<file path="src/rtl/vga_sync_decoder.sv">
`default_nettype none
// ============================================================================
// Module   : vga_sync_decoder
// Purpose  : Receive-side VGA timing decoder. Measures line/frame periods from
//            the sync pins, locks onto a stable raster, rebuilds X/Y counters
//            and display-enable, and captures one probe pixel per frame.
// Options  : define VGA_DEC_STATS_EN to add frame_cnt / err_cnt outputs.
// Revision : 1.0 - initial release
// ============================================================================
module vga_sync_decoder #(
  parameter int SYNC_ACTIVE_LOW = 1,
  parameter int H_SYNC_START    = 656,
  parameter int V_SYNC_START    = 490,
  parameter int H_ACTIVE        = 640,
  parameter int V_ACTIVE        = 480,
  parameter int LOCK_FRAMES     = 2
) (
  input  logic       clk,
  input  logic       rst_n,
  input  logic       hsync_in,
  input  logic       vsync_in,
  input  logic [2:0] pix_in,
  input  logic [9:0] probe_x,
  input  logic [9:0] probe_y,
  output logic       locked,
  output logic       lock_lost,
  output logic [9:0] x_pos,
  output logic [9:0] y_pos,
  output logic       de_out,
  output logic [9:0] h_total,
  output logic [9:0] v_total,
  output logic [2:0] probe_pix,
  output logic       probe_valid
`ifdef VGA_DEC_STATS_EN
  ,
  output logic [15:0] frame_cnt,
  output logic [7:0]  err_cnt
`endif
);

  localparam logic       c_sync_idle   = (SYNC_ACTIVE_LOW != 0);
  localparam logic [9:0] c_h_load      = 10'(H_SYNC_START);
  localparam logic [9:0] c_v_load      = 10'(V_SYNC_START);
  localparam logic [9:0] c_h_active    = 10'(H_ACTIVE);
  localparam logic [9:0] c_v_active    = 10'(V_ACTIVE);
  localparam logic [3:0] c_lock_frames = 4'(LOCK_FRAMES);
  localparam logic [9:0] c_cnt_max     = 10'd1023;

  typedef enum logic [1:0] {
    ST_SEARCH  = 2'd0,
    ST_MEASURE = 2'd1,
    ST_LOCKED  = 2'd2
  } state_t;

  // Input stage
  logic       hs_q, hs_prev_q, vs_q, vs_prev_q;
  logic [2:0] pix_q, pix_dly_q;

  // Measurement / FSM state
  state_t     state_q, state_d;
  logic [9:0] hcnt_q, hcnt_d;
  logic [9:0] vcnt_q, vcnt_d;
  logic [9:0] last_period_q, last_period_d;
  logic       frame_bad_q, frame_bad_d;
  logic       ref_valid_q, ref_valid_d;
  logic [3:0] match_q, match_d;
  logic [9:0] h_total_q, h_total_d;
  logic [9:0] v_total_q, v_total_d;
  logic       lock_lost_q, lock_lost_d;

  // Raster reconstruction and outputs
  logic [9:0] x_cnt_q, x_cnt_d;
  logic [9:0] y_cnt_q, y_cnt_d;
  logic [9:0] x_pos_q, x_pos_d;
  logic [9:0] y_pos_q, y_pos_d;
  logic       de_q, de_d;
  logic [2:0] probe_pix_q, probe_pix_d;
  logic       probe_valid_q, probe_valid_d;

  // Combinational helpers
  logic       w_hs_edge, w_vs_edge;
  logic [9:0] w_period, w_lines, w_last_period;
  logic       w_line_bad, w_frame_bad, w_x_wrap, w_lock_next, w_probe_hit;

  // XOR with the idle level turns either polarity into an active-high flag
  assign w_hs_edge = (hs_q ^ c_sync_idle) & ~(hs_prev_q ^ c_sync_idle);
  assign w_vs_edge = (vs_q ^ c_sync_idle) & ~(vs_prev_q ^ c_sync_idle);

  // A saturated counter wraps the period to a meaningless value, so it is
  // flagged bad on its own rather than relying on the compare.
  assign w_period      = hcnt_q + 10'd1;
  assign w_line_bad    = w_hs_edge && ((hcnt_q == c_cnt_max) || (w_period != h_total_q));
  // Line accounting comes before frame accounting on coincident edges
  assign w_lines       = (w_hs_edge && (vcnt_q != c_cnt_max)) ? vcnt_q + 10'd1 : vcnt_q;
  assign w_last_period = w_hs_edge ? w_period : last_period_q;
  assign w_frame_bad   = frame_bad_q || w_line_bad || (w_lines != v_total_q);

  // Register the pins; the second pixel stage lines pixel data up with x_pos/y_pos
  always_ff @(posedge clk or negedge rst_n) begin
    if (!rst_n) begin
      hs_q      <= c_sync_idle;
      hs_prev_q <= c_sync_idle;
      vs_q      <= c_sync_idle;
      vs_prev_q <= c_sync_idle;
      pix_q     <= 3'd0;
      pix_dly_q <= 3'd0;
    end else begin
      hs_q      <= hsync_in;
      hs_prev_q <= hs_q;
      vs_q      <= vsync_in;
      vs_prev_q <= vs_q;
      pix_q     <= pix_in;
      pix_dly_q <= pix_q;
    end
  end

  // Period counters and lock FSM next-state
  always_comb begin
    hcnt_d        = w_hs_edge ? 10'd0 : ((hcnt_q == c_cnt_max) ? hcnt_q : hcnt_q + 10'd1);
    vcnt_d        = w_vs_edge ? 10'd0 : w_lines;
    last_period_d = w_last_period;
    frame_bad_d   = w_vs_edge ? 1'b0 : (frame_bad_q || w_line_bad);
    state_d       = state_q;
    ref_valid_d   = ref_valid_q;
    match_d       = match_q;
    h_total_d     = h_total_q;
    v_total_d     = v_total_q;
    lock_lost_d   = 1'b0;

    case (state_q)
      ST_SEARCH: begin
        ref_valid_d = 1'b0;
        match_d     = 4'd0;
        if (w_vs_edge) begin
          state_d = ST_MEASURE;
        end
      end
      ST_MEASURE: begin
        if (w_vs_edge) begin
          // First full frame, or any disagreement, becomes the new reference
          if (!ref_valid_q || w_frame_bad) begin
            h_total_d   = w_last_period;
            v_total_d   = w_lines;
            match_d     = 4'd1;
            ref_valid_d = 1'b1;
          end else begin
            match_d = match_q + 4'd1;
          end
          if (match_d == c_lock_frames) begin
            state_d = ST_LOCKED;
          end
        end
      end
      ST_LOCKED: begin
        if (w_line_bad || (w_vs_edge && (w_lines != v_total_q))) begin
          state_d     = ST_SEARCH;
          lock_lost_d = 1'b1;
        end
      end
      default: begin
        state_d = ST_SEARCH;
      end
    endcase
  end

  // Raster counters run freely against the reference; outputs gated by lock
  always_comb begin
    w_x_wrap    = (x_cnt_q == h_total_q - 10'd1);
    w_lock_next = (state_d == ST_LOCKED);
    x_cnt_d     = w_hs_edge ? c_h_load : (w_x_wrap ? 10'd0 : x_cnt_q + 10'd1);
    y_cnt_d     = y_cnt_q;
    if (w_vs_edge) begin
      y_cnt_d = c_v_load;
    end else if (!w_hs_edge && w_x_wrap) begin
      y_cnt_d = (y_cnt_q == v_total_q - 10'd1) ? 10'd0 : y_cnt_q + 10'd1;
    end
    x_pos_d = w_lock_next ? x_cnt_d : 10'd0;
    y_pos_d = w_lock_next ? y_cnt_d : 10'd0;
    de_d    = w_lock_next && (x_cnt_d < c_h_active) && (y_cnt_d < c_v_active);

    w_probe_hit   = (state_q == ST_LOCKED) && (x_pos_q == probe_x) && (y_pos_q == probe_y);
    probe_valid_d = w_probe_hit;
    probe_pix_d   = w_probe_hit ? pix_dly_q : probe_pix_q;
  end

  // State, measurement and output registers
  always_ff @(posedge clk or negedge rst_n) begin
    if (!rst_n) begin
      state_q       <= ST_SEARCH;
      hcnt_q        <= 10'd0;
      vcnt_q        <= 10'd0;
      last_period_q <= 10'd0;
      frame_bad_q   <= 1'b0;
      ref_valid_q   <= 1'b0;
      match_q       <= 4'd0;
      h_total_q     <= 10'd0;
      v_total_q     <= 10'd0;
      lock_lost_q   <= 1'b0;
      x_cnt_q       <= 10'd0;
      y_cnt_q       <= 10'd0;
      x_pos_q       <= 10'd0;
      y_pos_q       <= 10'd0;
      de_q          <= 1'b0;
      probe_pix_q   <= 3'd0;
      probe_valid_q <= 1'b0;
    end else begin
      state_q       <= state_d;
      hcnt_q        <= hcnt_d;
      vcnt_q        <= vcnt_d;
      last_period_q <= last_period_d;
      frame_bad_q   <= frame_bad_d;
      ref_valid_q   <= ref_valid_d;
      match_q       <= match_d;
      h_total_q     <= h_total_d;
      v_total_q     <= v_total_d;
      lock_lost_q   <= lock_lost_d;
      x_cnt_q       <= x_cnt_d;
      y_cnt_q       <= y_cnt_d;
      x_pos_q       <= x_pos_d;
      y_pos_q       <= y_pos_d;
      de_q          <= de_d;
      probe_pix_q   <= probe_pix_d;
      probe_valid_q <= probe_valid_d;
    end
  end

  assign locked      = (state_q == ST_LOCKED);
  assign lock_lost   = lock_lost_q;
  assign x_pos       = x_pos_q;
  assign y_pos       = y_pos_q;
  assign de_out      = de_q;
  assign h_total     = h_total_q;
  assign v_total     = v_total_q;
  assign probe_pix   = probe_pix_q;
  assign probe_valid = probe_valid_q;

`ifdef VGA_DEC_STATS_EN
  logic [15:0] frame_cnt_q;
  logic [7:0]  err_cnt_q;

  // Locked-frame counter wraps; lock-loss counter saturates
  always_ff @(posedge clk or negedge rst_n) begin
    if (!rst_n) begin
      frame_cnt_q <= 16'd0;
      err_cnt_q   <= 8'd0;
    end else begin
      if ((state_q == ST_LOCKED) && w_vs_edge) begin
        frame_cnt_q <= frame_cnt_q + 16'd1;
      end
      if (lock_lost_d && (err_cnt_q != 8'd255)) begin
        err_cnt_q <= err_cnt_q + 8'd1;
      end
    end
  end

  assign frame_cnt = frame_cnt_q;
  assign err_cnt   = err_cnt_q;
`endif

endmodule
`default_nettype wire
</file>
<file path="config.mk">
export PLATFORM = sky130hd
export DESIGN_NAME = vga_sync_decoder
export DESIGN_NICKNAME = d
export VERILOG_FILES = /design/src/rtl/vga_sync_decoder.sv
export SDC_FILE = /design/constraint.sdc
export NUM_CORES = 1
export LEC_CHECK = 0
export CORE_MARGIN = 10
export CORE_UTILIZATION = 51
export DETAILED_ROUTE_END_ITERATION = 16
export GPL_TIMING_DRIVEN = 0
export PLACE_DENSITY = 0.77
export RECOVER_POWER = 25
export SLEW_MARGIN = 20
export SYNTH_ARGS = -nofsm -noshare
export SYNTH_HDL_FRONTEND = slang
export SYNTH_SLANG_ARGS = --single-unit
</file>
<file path="constraint.sdc">
create_clock -name clk -period 2.97 [get_ports clk]
set_input_delay 0.594 -clock clk [delete_from_list [all_inputs] [get_ports clk]]
set_output_delay 0.594 -clock clk [all_outputs]
set_load 0.01 [all_outputs]
</file>
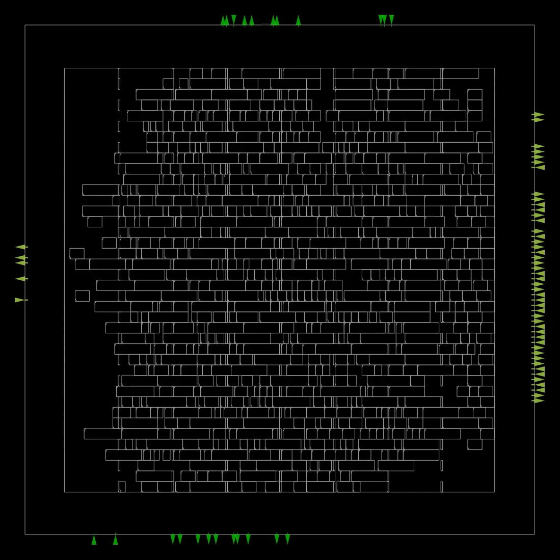
**Above:** run 1 (placed standard cells).
Well Taps: 147
fin cells: 925
num rows: 40

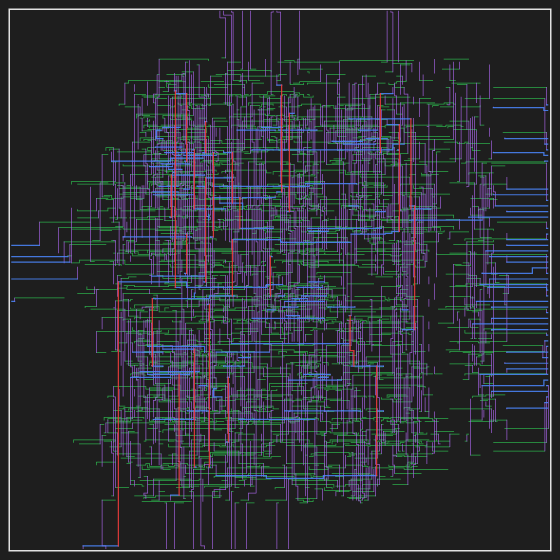
**Above:** run 1 (signal wires by layer).
Key: M3 = blue [wire length 1,260 microns]; M1 = green [wire length 7,160 microns]; M2 = purple [wire length 8,920 microns]; M4 = red [wire length 568 microns]
gr usage total: 0.198
final wirelength: 17.9 mm
routed len/inst: 19.4 microns

==> reports/results.txt, run 1 <==
Status = finished, violations left
Failing checks = max-capacitance violations, max-slew violations, negative setup slack
CTS tree = yes
Synth area leader = dfrtp_1
Crit path capture type = register
Final hold vios = 0
Synth warn = 0
Num CTS Buffers = 17
Tmin final = 3.19 ns
Mapped cell area = 0.00626 sq mm
CTS max path bufs = 2
Hold crit path type = register to register
Max_cap viols = 1
Setup violators final = 23
Slew Limit Fails = 41
Tool Warnings = 28
Port Buffers = 73
Yosys Chip Area = 0.00626 sq mm
H-tree depth = 4
EDFF count, synth = 0
Multi-input gate area = 0.00362 sq mm
Die X = 131 microns
Worst path required time = 3.26 ns
Ant diodes = 0
Final WS setup = -0.219 ns
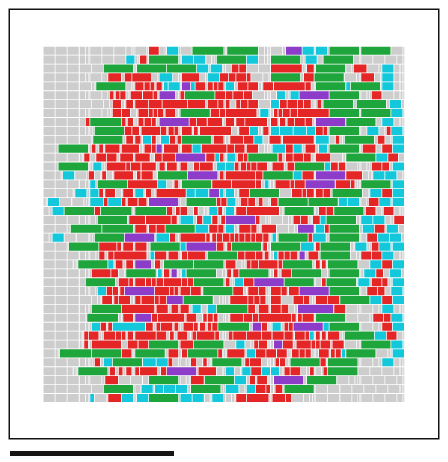
**Above:** run 1 (placement by cell class).
The bar under the picture is 50 microns long. Fill, decap, tap and diode cells in gray.
Key: sequential cells = green [cells 114, share of their area 34%]; remaining logic cells = red [cells 478, share of their area 44%]; remaining buffers and delay cells = cyan [cells 155, share of their area 16%]; clock drivers and dummy loads = purple [cells 31, share of their area 6.9%]
final instance area: 0.00870 sq mm
Seq/total area: 0.329

## run 1: final timing paths
check | endpoint | from | cells past startpoint
hold / removal | pix_dly_q[1] | pix_q[1] | 0
hold reg to reg | pix_dly_q[1] | pix_q[1] | 0
min in group asynchronous | hcnt_q[0] | rst_n | 1
setup / recovery | v_total[8] | hcnt_q[0] | 12
setup reg to reg | v_total[8] | hcnt_q[0] | 12
max in group asynchronous | v_total[1] | rst_n | 1
## run 1: logic make-up after synthesis
| logic type | Yosys count | share of synthesized area |
|---|---|---|
| compound gates | 98 | 0.114 |
| xor+xnor | 85 | 0.121 |
| fa+ha+maj | 7 | 0.0140 |
| buf+inv | 58 | 0.0426 |
| flops | 114 | 0.457 |
| mux | 22 | 0.0386 |
| simple gates | 241 | 0.213 |
## run 1: critical path, delay by kind of cell, from the launching register on
kind	cells	cell delay [ns]
fa+ha+maj	1	0.19
compound gates	4	1.01
flops	1	0.42
simple gates	5	1.05
buf+inv	2	0.38
## run 1: synth_stat cells (all sizes together), types with 7 or more instances
master,count
a21oi,20
a31oi,8
and2,8
buf,16
clkbuf,17
dfrtp,110
ha,7
inv,25
mux2,17
nand2,42
nand3,25
nand4,10
nor2,55
nor2b,18
nor3,27
nor4,15
o21ai,31
xnor2,40
xor2,44
## run 1: state kept, by name, indices dropped and copies added (netlist names), 2 cells and up
name / flops
h_total: 10
vcnt_q: 10
hcnt_q: 10
v_total: 10
x_cnt_q: 10
state_q: 2
last_period_q: 10
pix_q: 3
pix_dly_q: 3
y_cnt_q: 10
y_pos: 10
probe_pix: 3
x_pos: 10
match_q: 4
## run 1: timing repair
| item | 4_1_cts | 5_1_grt |
|---|---|---|
| pin swaps | 24 | 23 |
| setup buffers | 21 | 27 |
| resized | 48 | 70 |
| setup endpoints to repair | 58 | 56 |
| gates cloned | 1 | 2 |
## run 1: cell type report
type / instances / share of cell area
buffer: 30 / 0.0234
clock buffer: 23 / 0.0584
clock inverter: 8 / 0.00877
inverter: 25 / 0.0111
multi-input combinational: 453 / 0.416
sequential: 114 / 0.329
tap: 147 / 0.0211
timing repair buffer: 125 / 0.132
## run 1: metrics by stage
step | hold slack [ns] | setup TNS, ns
after CTS | 0.0944 | -1.34
after global routing | 0.359 | -6.65
after global placement | 0.333 | -334.21
after floorplan | 0.298 | 0
after detailed placement | 0.342 | -18.27
final | 0.351 | -2.34
## run 1: power by group
part,internal (W),switching (W),total (W)
sequential,0.00172,0.000175,0.00189
clock,0.00127,0.000714,0.00199
combinational,0.000973,0.000978,0.00195
## run 1: per-layer routing
layer / part of all wire / wire length, microns / track usage
met1: 0.40 / 7160 / 0.239
met2: 0.50 / 8920 / 0.331
met3: 0.070 / 1260 / 0.0471
met4: 0.032 / 568 / 0.0883
met5: 0 / 0 / 0
==> run 1 -> run 2 <==
--- a/config.mk
+++ b/config.mk
@@ -9,6 +9,7 @@
 export CORE_UTILIZATION = 51
 export DETAILED_ROUTE_END_ITERATION = 16
 export GPL_TIMING_DRIVEN = 0
+export HOLD_SLACK_MARGIN = 0.02
 export PLACE_DENSITY = 0.77
 export RECOVER_POWER = 25
 export SLEW_MARGIN = 20
==> constraint.sdc (replaced) <==
create_clock -name clk -period 2.97 [get_ports clk]
set_input_delay 0.297 -clock clk [delete_from_list [all_inputs] [get_ports clk]]
set_output_delay 0.297 -clock clk [all_outputs]
set_load 0.01 [all_outputs]
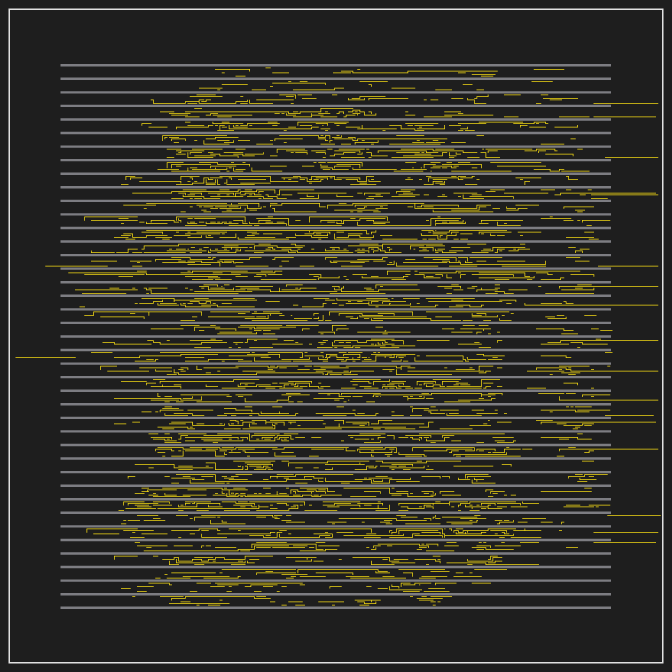
**Above:** run 2 (signal wires on met1).
Supply wires on this layer in gray.
The layer holds 40% of the routed length. 743 nets have wire on it. The wires run mostly horizontal.

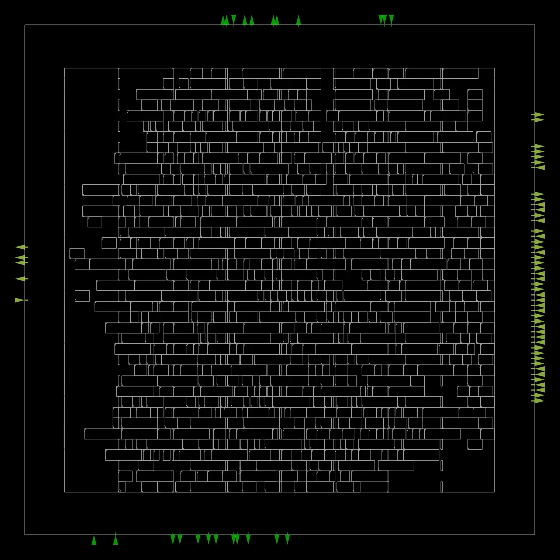
**Above:** run 2 (placed standard cells).
Final Util: 0.724
fin cells: 926

==> reports/results.txt, run 2 <==
Final WS setup = -0.213 ns
Num CTS Buffers = 17
EDFF count, synth = 0
Yosys Chip Area = 0.00626 sq mm
Final wirelength = 18.0 mm
Failing checks = max-capacitance violations, max-slew violations, negative setup slack
Sw frac = 0.320
Routed len/inst = 19.4 microns
DP Area = 0.00722 sq mm
Ant diodes = 0
Synth area leader = dfrtp_1
Hold crit path type = register to register
Sw Pwr = 0.00187 W
Setup violators final = 23
Top cells by count = dfrtp_1, nor2_1, xor2_1, nand2_1, xnor2_1
CP Launch Point = hcnt_q[0]
Final instance area = 0.00869 sq mm
Data arrival time at the worst-slack endpoint = 3.47 ns
Crit path capture type = register
Cell Int Power = 0.00396 W
Slew Limit Fails = 42
Reg power frac = 0.325
CTS tree = yes
Setup TNS = -2.29 ns
Worst hold start = pix_q[1]
Final hold vios = 0
Port Buffers = 73
Gr usage total = 0.198
Max_cap viols = 1
CTS max path bufs = 2
Tmin final = 3.18 ns
H-tree depth = 4
Die X = 131 microns
Most frequent cell after synthesis = dfrtp_1
Mapped cell area = 0.00626 sq mm
Clock group share of total power = 0.341
Status = finished, violations left
run 2: repair_timing:
item | CTS | global route
hold endpoints to repair | 36 | 0
hold buffers | 1 | 0
resized | 48 | 70
pin swaps | 24 | 23
setup buffers | 21 | 27
setup endpoints to repair | 58 | 56
gates cloned | 1 | 2
run 2: power groups by stage:
stage | registers (W) | logic (W) | clock network (W)
2_1_floorplan | 0.00189 | 0.000968 | 0
6_report | 0.00189 | 0.00195 | 0.00199
4_1_cts | 0.00188 | 0.00171 | 0.00199
3_5_place_dp | 0.00190 | 0.00140 | 0
5_1_grt | 0.00191 | 0.00211 | 0.00208
3_3_place_gp | 0.00189 | 0.00134 | 0
run 2: layout make-up:
cell class                      count  area share
Tap cell                          147      0.0212
Multi-Input combinational cell    453       0.416
Clock inverter                      8     0.00878
Inverter                           25      0.0111
Sequential cell                   114       0.330
Clock buffer                       23      0.0584
Timing Repair Buffer              126       0.131
Buffer                             30      0.0235
run 2: metal layers:
| metal | vias to the layer above | wire (microns) | global-route usage |
|---|---|---|---|
| met5 | - | 0 | 0 |
| met4 | 0 | 586 | 0.0883 |
| met3 | 54 | 1260 | 0.0471 |
| met2 | 246 | 8960 | 0.331 |
| met1 | 2668 | 7180 | 0.239 |
| li1 | 2485 | - | - |
run 2: critical path, cell delays in order (launching register included):
cell	delay (ns)
dfrtp_2	0.42
ha_4	0.19
nand2_1	0.16
nor2_1	0.11
o211a_1	0.23
or4_4	0.57
o31ai_4	0.26
nand2_4	0.11
o311ai_4	0.40
buf_6	0.21
buf_6	0.16
nand2_1	0.10
o31ai_1	0.12
run 2: metrics by stage:
stage,hold WS (ns),instances
2_1_floorplan,0.00141,625
3_3_place_gp,0.333,845
3_5_place_dp,0.233,846
4_1_cts,0.289,898
5_1_grt,0.359,926
6_report,0.351,926
run 2: path summary, 6_finish.rpt:
kind	end	slack [ns]	cells past startpoint
max	v_total[8]	-0.21	12
min	pix_dly_q[1]	0.35	0
max reg2reg	v_total[8]	-0.21	12
min reg2reg	pix_dly_q[1]	0.35	0
max in group asynchronous	pix_q[1]	0.33	3
min in group asynchronous	hcnt_q[1]	1.07	2
run 2: cells by family (layout without fill, tap and decap cells):
kind of cell,Yosys count,count (layout),synth area share
and+or+nand+nor,241,241,0.213
DFF,114,114,0.457
AOI/OAI and AO/OA,98,98,0.114
xor gates and xnor gates,85,85,0.121
buffers and inverters,58,212,0.0426
muxes,22,22,0.0386
adders and majority gates,7,7,0.0140
==> run 2 -> run 3 <==
--- a/config.mk
+++ b/config.mk
@@ -5,6 +5,7 @@
 export SDC_FILE = /design/constraint.sdc
 export NUM_CORES = 1
 export LEC_CHECK = 0
+export CAP_MARGIN = 20
 export CORE_MARGIN = 10
 export CORE_UTILIZATION = 51
 export DETAILED_ROUTE_END_ITERATION = 16
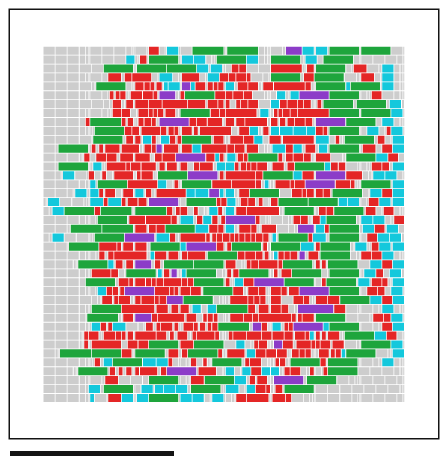
**Above:** run 3 (placement by cell class).
The bar under the picture is 50 microns long. Fill, decap, tap and diode cells in gray.
Key: remaining buffers and delay cells = cyan [cells 156, share of their area 16%]; sequential cells = green [cells 114, share of their area 34%]; remaining logic cells = red [cells 478, share of their area 44%]; clock drivers and dummy loads = purple [cells 31, share of their area 6.9%]
final instance area: 0.00869 sq mm
Seq/total area: 0.330
Core Area: 0.0120 sq mm

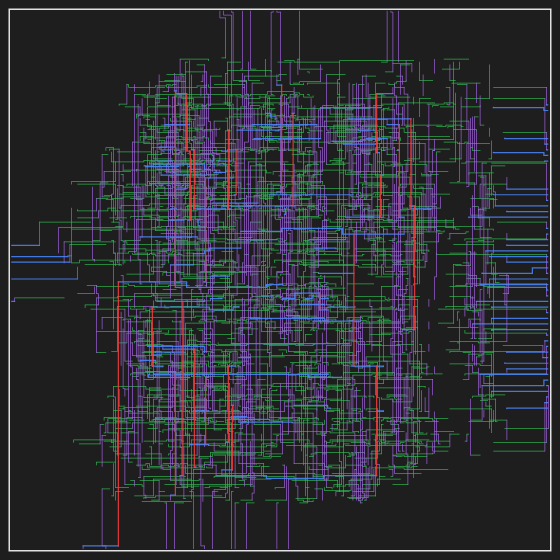
**Above:** run 3 (signal wires by layer).
Key: M4 = red [wire length 586 microns]; M3 = blue [wire length 1,260 microns]; M2 = purple [wire length 8,960 microns]; M1 = green [wire length 7,180 microns]

==> reports/results.txt, run 3 <==
Status = finished, violations left
Failing checks = max-capacitance violations, max-slew violations, negative setup slack
Slowest CP cell = or4_4
Setup violators final = 23
Hold crit path type = register to register
Sw frac = 0.320
Ant diodes = 0
Mapped cell area = 0.00626 sq mm
Top layer in use = met4
Num rows = 40
Reg-to-reg slack, setup = -0.21 ns
Most frequent cell after synthesis = dfrtp_1
Worst path required time = 3.26 ns
Synth area leader = dfrtp_1
Max_cap viols = 1
CTS tree = yes
CTS max path bufs = 2
Yosys Chip Area = 0.00626 sq mm
Critical path cell sequence = ha_4 > nand2_1 > nor2_1 > o211a_1 > or4_4 > o31ai_4 > nand2_4 > o311ai_4 > buf_6 > buf_6 > nand2_1 > o31ai_1
Slew Limit Fails = 42
Delay of the slowest critical-path stage = 0.57 ns
DR WL met3 = 1.26 mm
DP Area = 0.00722 sq mm
Final WS setup = -0.213 ns
Data arrival time at the worst-slack endpoint = 3.47 ns
Cell Int Power = 0.00396 W
Met2 wire len = 8.96 mm
Post-Route M1 WL = 7.18 mm
EDFF count, synth = 0
WHS = 0.351 ns
Crit path capture type = register
Tmin final = 3.18 ns
Final Util = 0.724
Reg power frac = 0.325
H-tree depth = 4
Comb pwr share = 0.334
Num CTS Buffers = 17
Tool Warnings = 28
Final hold vios = 0
Top cells by count = dfrtp_1, nor2_1, xor2_1, nand2_1, xnor2_1
Die X = 131 microns
Clock group share of total power = 0.341
-- run 3: stage by stage --
stage	power (W)	cells
global placement	0.00323	845
finish	0.00583	926
global route	0.00609	926
detailed placement	0.00330	846
floorplan	0.00285	625
CTS	0.00558	898
-- run 3: worst max-delay path, delay by kind of cell, from the launching register on --
family	cells	cell delay, ns
and+or+nand+nor	5	1.05
AOI/OAI and AO/OA	4	1.01
DFF	1	0.42
buffers and inverters	2	0.37
adders and majority gates	1	0.19
-- run 3: what timing repair did --
item,4_1_cts,5_1_grt
hold buffers,1,0
resized,48,70
pin swaps,24,23
hold endpoints to repair,36,0
buffers inserted,21,27
cloned,1,2
endpoints found under the setup margin,58,56
-- run 3: path summary, 6_finish.rpt --
| path | cells after the start | from | endpoint |
|---|---|---|---|
| setup / recovery | 12 | hcnt_q[0] | v_total[8] |
| hold / removal | 0 | pix_q[1] | pix_dly_q[1] |
| setup reg to reg | 12 | hcnt_q[0] | v_total[8] |
| hold reg to reg | 0 | pix_q[1] | pix_dly_q[1] |
| max in group asynchronous | 3 | rst_n | pix_q[1] |
| min in group asynchronous | 2 | rst_n | hcnt_q[1] |
-- run 3: cells by family (layout without fill, tap and decap cells) --
logic type               count (synthesis)  in the layout  synth area share
adder cells (fa/ha/maj)                  7              7            0.0140
AND/OR/NAND/NOR                        241            241             0.213
XOR/XNOR                                85             85             0.121
multiplexers                            22             22            0.0386
flip-flops                             114            114             0.457
AND-OR/OR-AND                           98             98             0.114
buffers and inverters                   58            212            0.0426
-- run 3: routing by layer --
layer,vias up,track usage
met2,246,0.331
li1,2485,-
met3,54,0.0471
met4,0,0.0883
met5,-,0
met1,2668,0.239
-- run 3: final cells by class --
class	instances	area (sq um)
Clock inverter	8	76.3
Multi-Input combinational cell	453	3620
Timing Repair Buffer	126	1140
Inverter	25	96.3
Clock buffer	23	508
Buffer	30	204
Tap cell	147	184
Sequential cell	114	2870
Fill cell	799	3320
-- run 3: power groups by stage --
stage	Combinational (W)	Sequential [W]	Clock (W)
floorplan	0.000968	0.00189	0
global placement	0.00134	0.00189	0
detailed placement	0.00140	0.00190	0
CTS	0.00171	0.00188	0.00199
global route	0.00211	0.00191	0.00208
finish	0.00195	0.00189	0.00199
Power and IR drop assume default switching activity.
